Design if_stage, sky130hd; sources not shown.
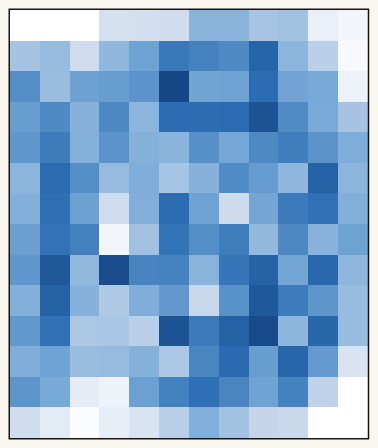
density.png
12 x 14 tiles, from white (low) to dark blue (high), 0 to 100% covered.
mean over tiles = 49%
nearly empty tiles = 3.6%
fullest tile = 91%
fin util: 54.2%
core box area: 16400 µm²
FP Core Util: 36.2%

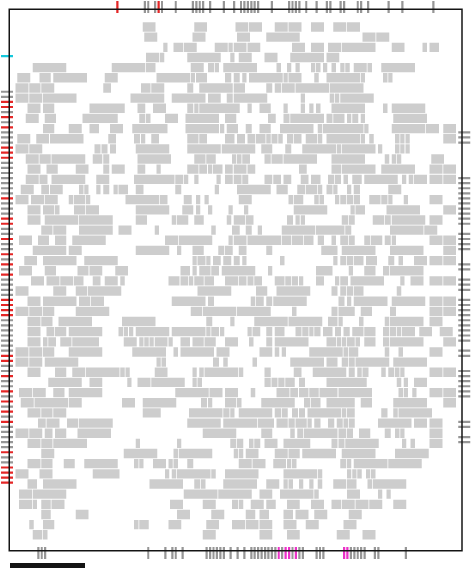
pins.png
The bar under the picture is 20 µm long. Pins as bars across the die edge, other pins in gray.
ifid_inst -> red  # pins 32, direction output, edge 30 left, 2 top
clk -> cyan  # pins 1, direction input, edge left
imem_addr -> magenta  # pins 6, direction output, edge bottom
all pins by edge = 79 left, 46 bottom, 43 right, 37 top
Die X: 121 µm
Die H: 145 µm
number of I/O port buffers: 198

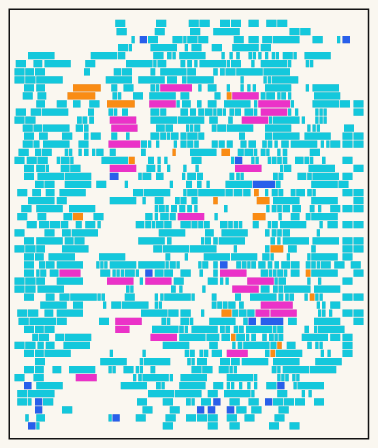
drive_strength.png
drive 1 or less -> cyan  # cells 800, share 92%
drive 6 and up -> magenta  # cells 26, share 3.0%
drive 3 to 4 -> blue  # cells 20, share 2.3%
drive 2 -> orange  # cells 19, share 2.2%
Finished Cell Area: 8890 µm²
P&R area growth vs syn: 49.8%
Final WS setup: 710 ps
nonclk buf count: 266

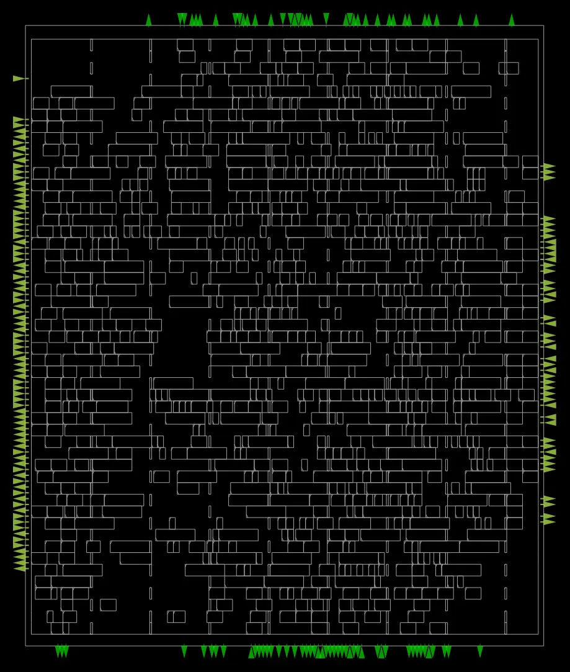
final_placement.png
FFs & Latches: 125
# rows: 51
tapcell count: 212

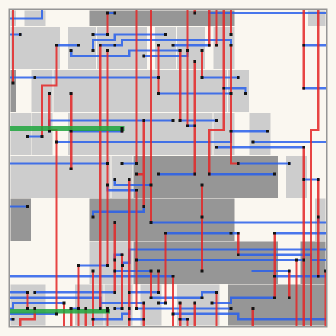
zoom.png
Window x 81 to 101, y 98 to 118 µm. Cells in gray, sequential cells in the stronger gray; small squares are vias.
met2 -> red
met3 -> green
met1 -> blue
most frequent = clkbuf_1 (6), nand2_1 (5)
cells with their middle in the window = 26
sequential cells in the window = 4

==> flow_summary.yaml <==
# yosys + openroad results
run_status:
  outcome: "completed"
clock_network:
  root_buffer: "clkbuf_16"
  clk_pin_slew_ps: 60
  cts_tree: "done"
  clock_sinks: 125
  ctsResizeCount: 0
  holdBufCountCts: 0
  clk_latency_ps: 410
  cts.htree.levels: 4
  numCtsBuffers: 17
synthesis:
  common_cells: "142 x nand2_1, 122 x dfrtp_1, 69 x o21ai_0, 41 x clkbuf_1, 29 x a22o_1"
  largest_area_cell: "dfrtp_1"
  synth_top_flop_cell: "dfrtp_1"
  ys_warn_count: 0
  area_leaders: "dfrtp_1 51%, nand2_1 9.0%, o21ai_0 5.8%"
  synth_flop_count: 125
  avgSynthCellArea_um2: 9.45
  ys_chip_area_um2: 5930
  top_cell: "nand2_1"
  ys_types: 58
  async_reset_ff_share_pct: 100
  yosys_cells: 628
  edf_count: 0
power:
  ir_drop_mv: 0.251
  power_leakage_nw: 3.75
finish:
  largest_reg_flops: 32
  fin_cells: 1077
  nFillCells: 1502
  nets: 922
  drive_gt1_share_pct: 7.51
  diodes: 0
placed_design:
  dp_hpwl_mm: 14.7
  placed_cells: 1046
final_timing:
  final.setup_skew_ps: 9.20
  whs_ps: 471
  slew_violations: 0
  relSlewSlack_pct: 45.9
  period_used_pct: 81.8
  report.final.hold_viol_count: 0
  setup-violations-final: 0
  period_minus_slack_ps: 3190
critical_path:
  path_buffers: 3
  path_cells: "clkdlybuf4s50_1, nor4b_1, nand4_1, or3_1, clkbuf_1, nand2_1, buf_2, o21ai_0"
  endpoint_kind: "flop"
  critPathTopFamily: "simple AND/OR/NAND/NOR gates"
  crit_path_top_delay_cell: "clkdlybuf4s50_1"
  path_max_fanout: 10
  crit_type: "in2reg"
  worstPathArrival_ps: 3460
grt:
  grt_pass1_vias: 5823
  grt_pass1_wl_mm: 30.6
  gr-total-overflow: 0
  grt_use_total_pct: 23.2
route:
  post-route-drc-count: 0
  vias: 5724
  drt_iter0_markers: 338
  ant_nets: 0
  viasPerCell: 5.31
  wl_per_cell_um: 18.3
hold_path:
  hold_path_class: "reg2reg"
floorplanning:
  ioPinCount: 205
run:
  cap_violations: 0
## where the power goes
group / switching, W / internal, W / total [W]
clock: 0.000584 / 0.00110 / 0.00168
sequential: 0.000138 / 0.00146 / 0.00160
combinational: 0.000592 / 0.000516 / 0.00111
## placed cells by master (no fill, tap or decap), types with 8 or more instances in the layout
master,n
clkdlybuf4s50_1,198
nand2_1,142
dfrtp_1,122
o21ai_0,69
clkbuf_1,43
a22o_1,29
nor2_1,17
clkbuf_16,17
xor2_1,16
nand4_1,15
a21oi_1,14
xnor2_1,12
buf_4,12
nand3_1,11
o22ai_1,11
nor4_1,8
a211oi_1,8
## cells by family (layout without fill, tap and decap cells)
family                   count (synthesis)  count (layout)  share of synthesized area [%]
AND/OR/NAND/NOR                        228             228                           18.2
AND-OR/OR-AND                          174             174                           19.2
flip-flops                             125             125                           52.8
buffers and inverters                   70             302                           5.33
XOR/XNOR                                28              28                           4.13
adder cells (fa/ha/maj)                  1               1                          0.211
other                                    1               6                         0.0632
multiplexers                             1               1                          0.169
## final cells by class
type                            count  area (µm²)  area share, %
Clock buffer                       21         460           5.18
Clock inverter                     10         164           1.84
Inverter                            5        22.5          0.253
Buffer                             65         298           3.35
Sequential cell                   125        3130           35.2
Tap cell                          212         265           2.98
Timing Repair Buffer              201        2040           23.0
Multi-Input combinational cell    438        2500           28.2
## metrics by stage
stage          area [µm²]  power [W]
6_report             8890    0.00439
3_5_place_dp         8260    0.00273
4_1_cts              8890    0.00442
5_1_grt              8890    0.00457
3_3_place_gp         8200    0.00271
2_1_floorplan        5960    0.00215
## routing by layer
layer  up-vias  share of wire [%]  track usage [%]
met3        40                8.3             6.90
met2       268                 49             39.0
met4         2                2.4             9.88
li1       2655                  -                -
met1      2759                 40             27.4
met5         -              0.040                0
No activity file was given, so power comes from the tool's default toggle rates.
